Figure 1. Metal 1.
Drawn at 2 px/µm.
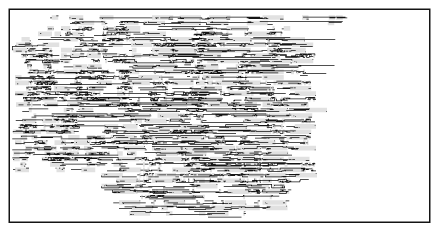
Figure 2. M2 wires.
Drawn at 3 px/µm.
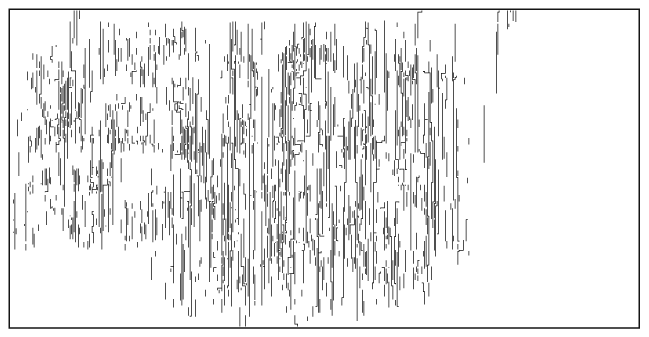
Figure 3. Met3 routing.
Drawn at 1.5 px/µm.
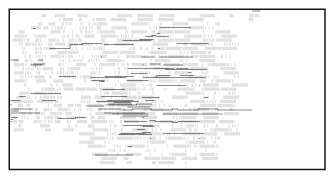
Figure 4. Met4 routing.
Drawn at 1.5 px/µm.
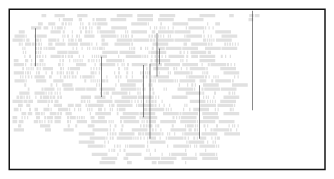
`config.mk`:
```
export PLATFORM = sky130hd
export DESIGN_NAME = uart_tx_queue
export DESIGN_NICKNAME = d
export VERILOG_FILES = /design/src/rtl/uart_tx_queue.sv
export SDC_FILE = /design/constraint.sdc
export NUM_CORES = 1
export LEC_CHECK = 0
export ABC_AREA = 1
export CAP_MARGIN = 20
export CORE_ASPECT_RATIO = 0.5
export CORE_UTILIZATION = 35
export CTS_BUF_LIST = sky130_fd_sc_hd__clkbuf_8
export DETAILED_ROUTE_END_ITERATION = 12
export GPL_TIMING_DRIVEN = 1
export RECOVER_POWER = 100
export SKIP_LAST_GASP = 1
export SYNTH_ARGS = -nofsm -noshare
export SYNTH_HDL_FRONTEND = slang
export SYNTH_SLANG_ARGS = --single-unit
export TNS_END_PERCENT = 5
```
`constraint.sdc`:
```
create_clock -name cclk -period 5.1 [get_ports cclk]
set_input_delay 0.51 -clock cclk [delete_from_list [all_inputs] [get_ports cclk]]
set_output_delay 0.51 -clock cclk [all_outputs]
set_load 0.05 [all_outputs]
```
`src/rtl/uart_tx_queue.sv`:
```
// Buffered UART transmitter: FIFO of outgoing characters serialised back-to-back on TX.
// Push to TX falling edge takes 2 cycles; wr_ready drops when full, and a push while full is dropped and sets overflow.
module uart_tx_queue #(
  parameter int BAUD_DIV  = 868,
  parameter int DATA_BITS = 8,
  parameter int ADDR_W    = 4,
  parameter int PARITY    = 0,
  parameter int STOP_BITS = 1
) (
  input  logic                 cclk,
  input  logic                 rstb,
  input  logic                 wr_ena,
  input  logic [DATA_BITS-1:0] wr_data,
  output logic                 wr_ready,
  input  logic                 flush,
  output logic [ADDR_W:0]      level,
  output logic                 overflow,
  output logic                 tx_busy,
  output logic                 tx_done,
  output logic                 TX
);

  localparam int TW = $clog2(BAUD_DIV);
  localparam int DEPTH = 2 ** ADDR_W;
  localparam logic [ADDR_W:0] FULL_LVL = (ADDR_W + 1)'(DEPTH);

  localparam logic [2:0] S_IDLE  = 3'd0;
  localparam logic [2:0] S_START = 3'd1;
  localparam logic [2:0] S_DATA  = 3'd2;
  localparam logic [2:0] S_PAR   = 3'd3;
  localparam logic [2:0] S_STOP  = 3'd4;

  logic [ADDR_W:0]      wr_ptr, rd_ptr;
  logic [DATA_BITS-1:0] mem [DEPTH];
  logic [DATA_BITS-1:0] head;
  logic [2:0]           state;
  logic [TW-1:0]        timer;
  logic [3:0]           bit_cnt;
  logic [DATA_BITS-1:0] shreg;
  logic                 par_bit;
  logic                 bit_end, last_data, last_stop;
  logic                 pop, push, line;

  assign level     = wr_ptr - rd_ptr;
  assign wr_ready  = (level != FULL_LVL);
  assign head      = mem[rd_ptr[ADDR_W-1:0]];
  assign bit_end   = (timer == TW'(BAUD_DIV - 1));
  assign last_data = (bit_cnt == 4'(DATA_BITS - 1));
  assign last_stop = (bit_cnt == 4'(STOP_BITS - 1));
  assign tx_done   = (state == S_STOP) && bit_end && last_stop;
  assign tx_busy   = (state != S_IDLE);
  // level is registered, so a push in the last stop cycle is not seen by this pop
  assign pop       = (level != '0) && ((state == S_IDLE) || tx_done);
  assign push      = wr_ena && wr_ready && !flush;

  always_comb begin
    line = 1'b1;
    case (state)
      S_START: line = 1'b0;
      S_DATA:  line = shreg[0];
      S_PAR:   line = par_bit;
      default: line = 1'b1;
    endcase
  end

  always_ff @(posedge cclk) begin
    if (!rstb) begin
      wr_ptr   <= '0;
      rd_ptr   <= '0;
      overflow <= 1'b0;
    end else if (flush) begin
      wr_ptr   <= '0;
      rd_ptr   <= '0;
      overflow <= 1'b0;
    end else begin
      if (push) wr_ptr <= wr_ptr + 1'b1;
      if (pop) rd_ptr <= rd_ptr + 1'b1;
      if (wr_ena && !wr_ready) overflow <= 1'b1;
    end
  end

  always_ff @(posedge cclk) begin
    if (push) mem[wr_ptr[ADDR_W-1:0]] <= wr_data;
  end

  always_ff @(posedge cclk) begin
    if (!rstb) begin
      state   <= S_IDLE;
      timer   <= '0;
      bit_cnt <= '0;
      shreg   <= '0;
      par_bit <= 1'b0;
      TX      <= 1'b1;
    end else begin
      TX <= line;
      if (state == S_IDLE) timer <= '0;
      else timer <= bit_end ? '0 : timer + 1'b1;
      if (pop) begin
        shreg   <= head;
        par_bit <= (PARITY == 1) ? ~^head : ^head;
      end
      case (state)
        S_IDLE: if (pop) state <= S_START;
        S_START: if (bit_end) begin
          state   <= S_DATA;
          bit_cnt <= '0;
        end
        S_DATA: if (bit_end) begin
          shreg <= shreg >> 1;
          if (last_data) begin
            bit_cnt <= '0;
            state   <= (PARITY != 0) ? S_PAR : S_STOP;
          end else begin
            bit_cnt <= bit_cnt + 1'b1;
          end
        end
        S_PAR: if (bit_end) begin
          state   <= S_STOP;
          bit_cnt <= '0;
        end
        S_STOP: if (bit_end) begin
          if (last_stop) state <= pop ? S_START : S_IDLE;
          else bit_cnt <= bit_cnt + 1'b1;
        end
        default: state <= S_IDLE;
      endcase
    end
  end

endmodule

```
==> impl_metrics.ini <==
; yosys + openroad results
[outcome]
status = finished, violations left
failed_checks = capacitance limit, slew limit

[final_timing]
rsz0062_at_grt = no
clock_skew_ns = 0.0122
slew_violations = 56
tns_ns = 0
hold_viol = 0

[synth]
ys_seq_elements = 170
synth_stat.cells = 783
top_cells_by_area = edfxtp_1, dfxtp_1, nand2_1
xor_share_pct = 1.05
avgSynthCellArea_um2 = 9.63

[routing]
viasPerCell = 4.89

[place]
hpwl_um = 10700
port_buffers = 21

[clock_tree]
postCtsHoldBufs = 0
cts_tree = built

[grt]
antenna_found_initial = 0
use_met1_pct = 23.2
gr-total-overflow = 0

[setup_path]
criticalPathCategory = reg -> reg

[run]
maxCapViolations = 1

[cells_and_area]
nets = 821

[floorplanning]
core_um2 = 20800
-- Figure 1 (at the start) --
share of all routed wire: 48%
longest straight run: 41.4 µm
nets with wire on the layer: 778

-- Figure 2 (at the start) --
share of all routed wire: 44%
wire length on this layer: 7370 µm
main direction: vertical
nets with wire on the layer: 612
DR vias: 5293
GR met2 Demand/Resource: 24.7%

-- Figure 3 (at the start) --
share of all routed wire: 6.8%
main direction: horizontal
longest straight run: 41.4 µm
routed wire length: 16900 µm
grt met3 use: 3.64%

-- Figure 4 (at the start) --
longest straight run: 66.0 µm
nets with wire on the layer: 5
share of all routed wire: 1.6%
main direction: vertical
wire length on this layer: 276 µm

critical path, stage by stage (launching register included):
cell     delay [ns]
dfxtp_2        0.32
buf_4          0.58
inv_1          0.99
or2_2          0.61
nand2_1        0.06
nand3_1        0.07
nand3_1        0.12
nand2_1        0.15
inv_1          0.11
nand2_1        0.05
nand2_1        0.09
nand2_1        0.07
nand2_1        0.06
nand2_1        0.05
nand3_1        0.07
nand2_1        0.05
inv_1          0.04
how the worst min path moves through the flow:
stage                        start       end
after floorplan           timer[0]  timer[0]
after global placement    timer[0]  timer[0]
after detailed placement  timer[0]  timer[0]
after CTS                 timer[3]  timer[3]
after global routing      timer[0]  timer[0]
final                     timer[0]  timer[0]
area by class of cell:
class | count | area, µm² | share of cell area, %
clock buffers | 17 | 234 | 2.81
clock inverters | 15 | 208 | 2.49
inverters | 83 | 312 | 3.74
multi-input cells | 502 | 2330 | 28.0
flip-flops and latches | 170 | 4690 | 56.3
well taps | 273 | 342 | 4.10
repair buffers | 22 | 218 | 2.61
metal layers:
metal	routed length [µm]	vias to the layer above	share of wire, %
met3	1150	20	6.8
met4	276	0	1.6
met5	0	-	0
li1	-	2622	-
met2	7370	160	44
met1	8110	2491	48
placed cells by master, fill, tap and decap left out, types with 11 or more instances in the layout:
master         Yosys  final
a21oi_1           19     19
clkbuf_8           0     17
dfxtp_1           42     41
dlygate4sd3_1      0     18
edfxtp_1         128    128
ha_1              12     12
inv_1             80     81
nand2_1          221    223
nand3_1           80     81
nor2_1            78     80
o21ai_0           27     27
o21ai_1           11     11
power groups by stage:
stage | Sequential (mW) | Combinational, mW | Clock (mW)
finish | 1.61 | 1.49 | 1.05
global route | 1.63 | 1.68 | 1.13
CTS | 1.61 | 1.52 | 1.06
detailed placement | 1.64 | 1.51 | 0
global placement | 1.64 | 1.49 | 0
floorplan | 1.63 | 1.17 | 0
flip-flops by register name, summed over array words and instances (netlist names), named ones only:
| name | cells |
|---|---|
| shreg | 8 |
| rd_ptr | 5 |
| bit_cnt | 4 |
| state | 3 |
| TX | 1 |
| timer | 10 |
| mem | 128 |
| par_bit | 1 |
| overflow | 1 |
| wr_ptr | 5 |
through the flow:
step                      utilization, %  worst slack (ns)  power, mW  instances  area, µm²
after floorplan                        -              1.69       2.80        783       7540
after global placement              38.0              2.10       3.14       1050       7910
after detailed placement            38.0              2.02       3.15       1050       7910
after CTS                           40.1              1.65       4.20       1082       8360
after global routing                40.0              1.16       4.43       1082       8330
final                               40.0              1.54       4.15       1082       8330
synthesized netlist by cell type, drive strengths merged:
| master | number |
|---|---|
| nor3 | 10 |
| o21a | 1 |
| a211oi | 2 |
| inv | 83 |
| edfxtp | 128 |
| or2 | 3 |
| fa | 1 |
| buf | 22 |
| clkbuf | 6 |
| nor4 | 1 |
| and3 | 1 |
| nor2 | 80 |
| a31oi | 7 |
| nand4 | 2 |
| a21oi | 19 |
| o21ai | 38 |
| xor2 | 3 |
| a221oi | 1 |
| dfxtp | 42 |
| nand3b | 1 |
| o22ai | 1 |
| nand3 | 81 |
| o211ai | 7 |
| ha | 12 |
| nor3b | 2 |
| xnor2 | 6 |
| nand2 | 223 |
Power is estimated from default activity; no workload was simulated.
